File: config.mk
export PLATFORM = sky130hd
export DESIGN_NAME = mem_port_arb
export DESIGN_NICKNAME = d
export VERILOG_FILES = /design/src/rtl/mem_port_arb.sv
export SDC_FILE = /design/constraint.sdc
export NUM_CORES = 1
export LEC_CHECK = 0
export CORE_MARGIN = 2
export CORE_UTILIZATION = 44
export CTS_CLUSTER_DIAMETER = 200
export DETAILED_ROUTE_END_ITERATION = 8
export GPL_TIMING_DRIVEN = 0
export PLACE_DENSITY = 0.94
export SLEW_MARGIN = 20
export SYNTH_ARGS = -nofsm -noshare
export SYNTH_HDL_FRONTEND = slang
export SYNTH_SLANG_ARGS = --single-unit
File: constraint.sdc
create_clock -name clk -period 2.8 [get_ports clk]
set_input_delay 0.84 -clock clk [delete_from_list [all_inputs] [get_ports clk]]
set_output_delay 0.84 -clock clk [all_outputs]
set_load 0.01 [all_outputs]
File: src/rtl/mem_port_arb.sv
// rtl/mem_port_arb.sv - round-robin arbiter sharing one memory port between fetch and data
// Grants one requester at a time, forwards its access and aborts accesses that exceed TMO cycles.
module mem_port_arb #(
  parameter int AW  = 32,
  parameter int DW  = 32,
  parameter int TMO = 255
) (
  input  logic          clk,
  input  logic          rst,
  input  logic          if_req_i,
  input  logic [AW-1:0] if_addr_i,
  output logic [DW-1:0] if_rdata_o,
  output logic          if_ack_o,
  input  logic          d_req_i,
  input  logic          d_we_i,
  input  logic [AW-1:0] d_addr_i,
  input  logic [DW-1:0] d_wdata_i,
  output logic [DW-1:0] d_rdata_o,
  output logic          d_ack_o,
  output logic          bus_err_o,
  output logic          mem_req_o,
  output logic          mem_we_o,
  output logic [AW-1:0] mem_addr_o,
  output logic [DW-1:0] mem_wdata_o,
  input  logic [DW-1:0] mem_rdata_i,
  input  logic          mem_ready_i
);

  typedef enum logic [1:0] {IDLE, GNT_I, GNT_D} state_t;

  localparam logic [7:0] TMO_LAST = 8'(TMO - 1);

  state_t        state_q;
  logic [7:0]    cnt_q;
  logic [7:0]    cnt_d;
  logic          last_gnt_q;
  logic          if_ack_q;
  logic          d_ack_q;
  logic          bus_err_q;
  logic          mem_req_q;
  logic          mem_we_q;
  logic [AW-1:0] mem_addr_q;
  logic [DW-1:0] mem_wdata_q;
  logic [DW-1:0] if_rdata_q;
  logic [DW-1:0] d_rdata_q;

  logic if_elig;
  logic d_elig;
  logic pick_d;
  logic done;

  // A request seen in its own ack cycle is the stale tail of the finished access.
  always_comb begin
    if_elig = if_req_i && !if_ack_q;
    d_elig  = d_req_i && !d_ack_q;
    pick_d  = d_elig && (!if_elig || !last_gnt_q);
    cnt_d   = cnt_q + 8'd1;
    done    = mem_ready_i || (cnt_q == TMO_LAST);
  end

  always_ff @(posedge clk) begin
    if (rst) begin
      state_q     <= IDLE;
      cnt_q       <= '0;
      last_gnt_q  <= 1'b0;
      if_ack_q    <= 1'b0;
      d_ack_q     <= 1'b0;
      bus_err_q   <= 1'b0;
      mem_req_q   <= 1'b0;
      mem_we_q    <= 1'b0;
      mem_addr_q  <= '0;
      mem_wdata_q <= '0;
      if_rdata_q  <= '0;
      d_rdata_q   <= '0;
    end else begin
      if_ack_q  <= 1'b0;
      d_ack_q   <= 1'b0;
      bus_err_q <= 1'b0;
      case (state_q)
        IDLE: begin
          if (if_elig || d_elig) begin
            cnt_q     <= '0;
            mem_req_q <= 1'b1;
            if (pick_d) begin
              state_q     <= GNT_D;
              last_gnt_q  <= 1'b1;
              mem_we_q    <= d_we_i;
              mem_addr_q  <= d_addr_i;
              mem_wdata_q <= d_wdata_i;
            end else begin
              state_q    <= GNT_I;
              last_gnt_q <= 1'b0;
              mem_we_q   <= 1'b0;
              mem_addr_q <= if_addr_i;
            end
          end
        end
        GNT_I, GNT_D: begin
          cnt_q <= cnt_d;
          // mem_ready takes priority over a timeout landing on the same edge.
          if (done) begin
            state_q   <= IDLE;
            cnt_q     <= '0;
            mem_req_q <= 1'b0;
            bus_err_q <= !mem_ready_i;
            if (state_q == GNT_I) begin
              if_ack_q   <= 1'b1;
              if_rdata_q <= mem_ready_i ? mem_rdata_i : '0;
            end else begin
              d_ack_q   <= 1'b1;
              d_rdata_q <= mem_ready_i ? mem_rdata_i : '0;
            end
          end
        end
        default: state_q <= IDLE;
      endcase
    end
  end

  assign if_rdata_o  = if_rdata_q;
  assign if_ack_o    = if_ack_q;
  assign d_rdata_o   = d_rdata_q;
  assign d_ack_o     = d_ack_q;
  assign bus_err_o   = bus_err_q;
  assign mem_req_o   = mem_req_q;
  assign mem_we_o    = mem_we_q;
  assign mem_addr_o  = mem_addr_q;
  assign mem_wdata_o = mem_wdata_q;

endmodule

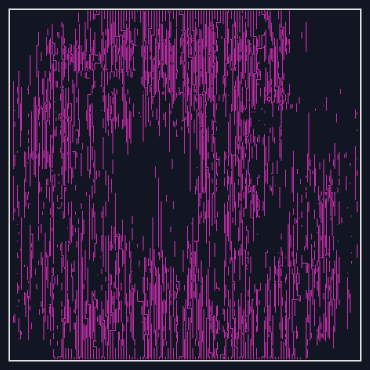
layer_met2.png
Scale: 3 px per µm.
wire length on this layer: 9230 µm
main direction: vertical
nets with wire on the layer: 906

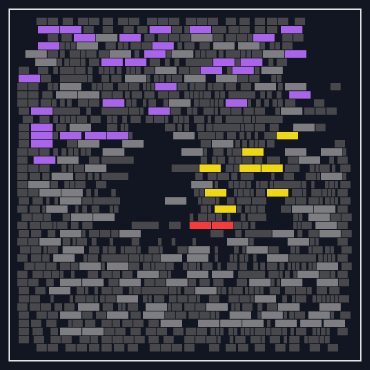
flops_by_reg.png
Scale: 3 px per µm.
| color | name in the netlist | flops |
|---|---|---|
| red | state_q | 2 |
| purple | if_rdata_o | 32 |
| yellow | cnt_q | 8 |
not colored: 102

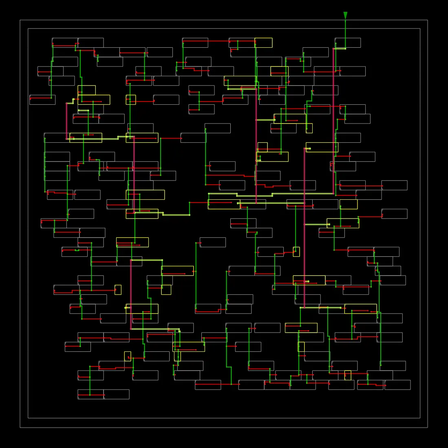
clocks.png
setup skew after layout: 0.005132 ns
flip-flops: 144
Num Clock Sinks: 144
cts bufs inserted: 17
clock network power consumption: 2.16 mW

==> out/notes.md <==
- **power in sequential cells** 2.45 mW
- **floorplan core density** 44.63%
- **global placer's final weighted congestion** 0.8101
- **Clock Pin Slew Worst Setup and Hold Paths** 0.06 ns
- **Die X-Extent** 116.7 µm
- **wire per inst** 17.30 µm
- **maximum root-to-sink buffer count** 2
- **placement-stage cell area** 0.008454 mm²
- **Worst EP arrival** 2.64 ns
- **final setup vio count** 0
- **buffer count from post-CTS setup fixing** 0
- **final-layout worst hold slack** 0.4525 ns
- **fmax** 428.1 MHz
- **startpoint of the worst-slack reg-to-reg timing path** state_q[0]$_SDFFE_PP0P_
- **class of the most critical setup path** in2reg
- **critical path peak fanout** 10
- **critical path launch point type** input pin
- **largest net degree at the start of global routing** 17
- **part of the Yosys area used for sequential elements** 51.60%
- **worst setup slack after layout** 0.4639 ns
- **Cell Int Power** 4.513 mW
- **worst stage delay on the critical path** 0.57 ns
- **WL met1** 7.027 mm
- **top_reg_cell synth** sky130_fd_sc_hd__dfxtp_1
- **DR DRC count** 0
- **main power-consuming group** sequential cells
- **Top cell excl fill/tap** sky130_fd_sc_hd__clkdlybuf4s50_1
- **CTS hold repair buffers** 0
- **number of resized instances in the post-cts repair step** 0
- **cell with the biggest individual delay on the critical path** sky130_fd_sc_hd__clkdlybuf4s50_1
- **summed area of non-filler cells in the final layout** 0.009022 mm²
- **worst ir drop on vdd** 0.4178 mV
- **sum of met2 wire segment lengths after detailed routing** 9.232 mm
- **cell types with the largest area share after synthesis** sky130_fd_sc_hd__dfxtp_1 (52%), sky130_fd_sc_hd__a21oi_1 (6.3%), sky130_fd_sc_hd__a32o_1 (5.7%)
- **total inserted antenna cells** 0
- **overall global routing resource usage** 26.69%
- **setup slack of the most critical reg-to-reg path** 0.67 ns
- **Clock H-tree levels** 4
- **Registers, synthesis** 144
- **top comb family, area** AND-OR/OR-AND gates
- **global-route wire length before repair** 28.10 mm
- **sequence of cells on the critical path** clkdlybuf4s50_1, nand2b_4, a21oi_1, buf_2, buf_4, nor2_1, a211oi_1
- **met3 WL post-DR** 1.341 mm
- **pre-CTS setup slack** 0.06476 ns
- **total die size** 0.01361 mm²
- **proportion of total power due to net switching** 30.05%
- **launching instance or port of the critical path** if_req_i
- **Netlist Area Pre-Place** 0.005587 mm²
- **fraction of registers with async set or reset after synthesis** 0%
- **power in combinational cells** 1.85 mW
- **end point of the critical path** mem_addr_o[19]$_SDFFE_PP0P_
- **Reg power frac** 37.9%
- **post-layout period usage of the worst path** 83.43%
- **register area** 0.002883 mm²
- **worst min-delay path startpoint** mem_wdata_o[30]$_SDFFE_PP0P_
- **iteration count of the initial detailed-routing pass** 5
- **worst relative slew slack** 58.72%
- **number of placed I/O pins** 267
- **vias in the first global route** 5645
- **Std-Cell Rows** 41
- **final cell count without fillers** 1066
- **share of the core filled with cells** 72.08%
- **Critical R2R Capture** d_rdata_o[10]$_SDFFE_PP0P_
- **final setup TNS** 0 ns
- **number of max-capacitance violations reported** 0
- **setup repair after global routing missed its margin** false
- **data required time of the worst path** 3.10 ns
- **end point of the most critical hold path** mem_wdata_o[30]$_SDFFE_PP0P_
- **placeable core area** 0.01252 mm²
- **outcome** complete, no violations
- **input/output buffers** 265
- **chip area estimate from yosys synthesis** 0.005587 mm²
- **hold depth** 2
- **syn nets** 735
- **nature of the critical path endpoint** flip-flop
- **number of enable-type register cells in the synthesized netlist** 0
- **number of antenna violations at the first check in global routing** 0
- **fraction of the mapped netlist area in simple logic gates** 13.62%
- **CP top delay family** buffers and inverters
- **met2 usage in global routing** 45.09%
- **clock tree root driver cell** sky130_fd_sc_hd__clkbuf_16
- **combinational share of power** 28.6%
- **total stage count of the critical path** 7
- **buffers and inverters on the worst path** 3
- **Hold/Removal Path Class** reg2reg
- **most popular library cell in the synthesized design by count** sky130_fd_sc_hd__dfxtp_1
- **complex-gate fraction of the synthesized area** 22.75%
- **portion of netlist area occupied by mux cells** 5.733%
- **leakage power total** 3.345 nW
- **DR top layer** met4
- **DR iter-0 viols** 417
- **area taken by multi-input logic gates** 0.002420 mm²
- **total number of vias** 5772
- **adder-cell share of the synthesized area** 0.8959%
- **global route overflow** 0
- **clock tree from TritonCTS** built
- **cell count in the Yosys report** 597
- **Max Transition Viols Final** 0
- **clock period minus worst slack** 2.336 ns
- **switching power** 1.939 mW
- **layout cell share with drive strength beyond 1** 7.383%
- **Clk Latency, worst-skew pair** 0.42 ns
- **sum of net half-perimeters after detailed placement** 13.38 mm
- **met1 track utilization from global routing** 30.43%
- **power density normalized to cell area** 715.1 mW/mm²
- **Clock power frac** 33.4%
- **post-synth cell types** 48
- **met3 usage in global routing** 7.888%
- **most frequent cells in the layout** sky130_fd_sc_hd__clkdlybuf4s50_1 (265), sky130_fd_sc_hd__dfxtp_1 (144), sky130_fd_sc_hd__a21oi_1 (70)
- **fill cell instance count of the final layout** 936
- **count of placed standard cells including taps** 1034
- **GRT busiest layer** met2
- **antenna-violating nets left** 0
- **P&R area growth vs syn** 61.50%
- **die outline height** 116.7 µm
- **fraction of synthesized cell area in xor and xnor cells** 0.3135%
- **worst-margin pin slew** 0.6193 ns
- **hold violation count in the final report** 0
- **number of warnings printed during yosys synthesis** 0
- **FF-to-FF path depth** 7
- **Log Warnings** 28
- **number of vias per cell after detailed routing** 5.415
- **number of instances in the synthesized netlist** 597
- **Yosys top cell by area** sky130_fd_sc_hd__dfxtp_1
- **count of nets after finishing** 1019
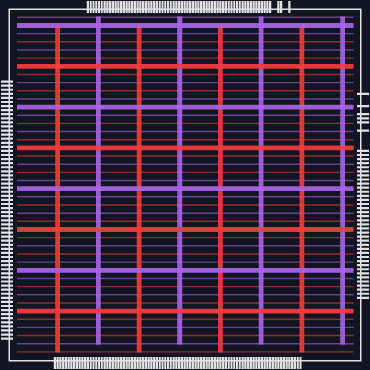
power_grid.png
Scale: 3 px per µm. Pins as bars on the die edge.
| color | net |
|---|---|
| red | VSS |
| purple | VDD |
signal pins: 267
met5 straps: 8
met4 straps: 8

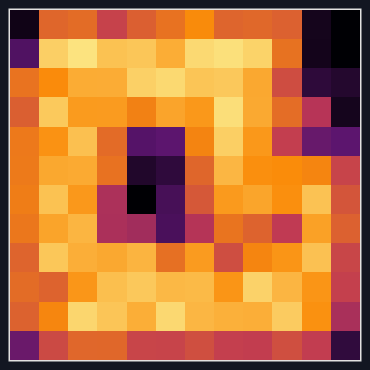
cell_density.png
Scale: 3 px per µm. 12 x 12 tiles, from black (low) to pale yellow (high), 0 to 100% covered.
tiles over 75% full: 44%
fullest tile: 94%
mean over tiles: 65%
nearly empty tiles: 2.1%
densest ninth of the die: top middle

area by class of cell:
cell class                 count  share of cell area (%)
buffer                        55                   2.940
tap                          172                   2.385
clock buffer                  21                   5.325
multi-input combinational    393                   26.82
inverter                       5                  0.2080
sequential                   144                   31.95
clock inverter                11                  0.9707
timing repair buffer         265                   29.40
cell families (layout without fill, tap and decap cells):
| family | after synthesis | after routing |
|---|---|---|
| flip-flops | 144 | 144 |
| multiplexers | 32 | 32 |
| AND/OR/NAND/NOR | 166 | 166 |
| XOR/XNOR | 2 | 2 |
| adder cells (fa/ha/maj) | 4 | 4 |
| buffers and inverters | 60 | 357 |
| AND-OR/OR-AND | 189 | 189 |
Power is estimated from default activity; no workload was simulated.
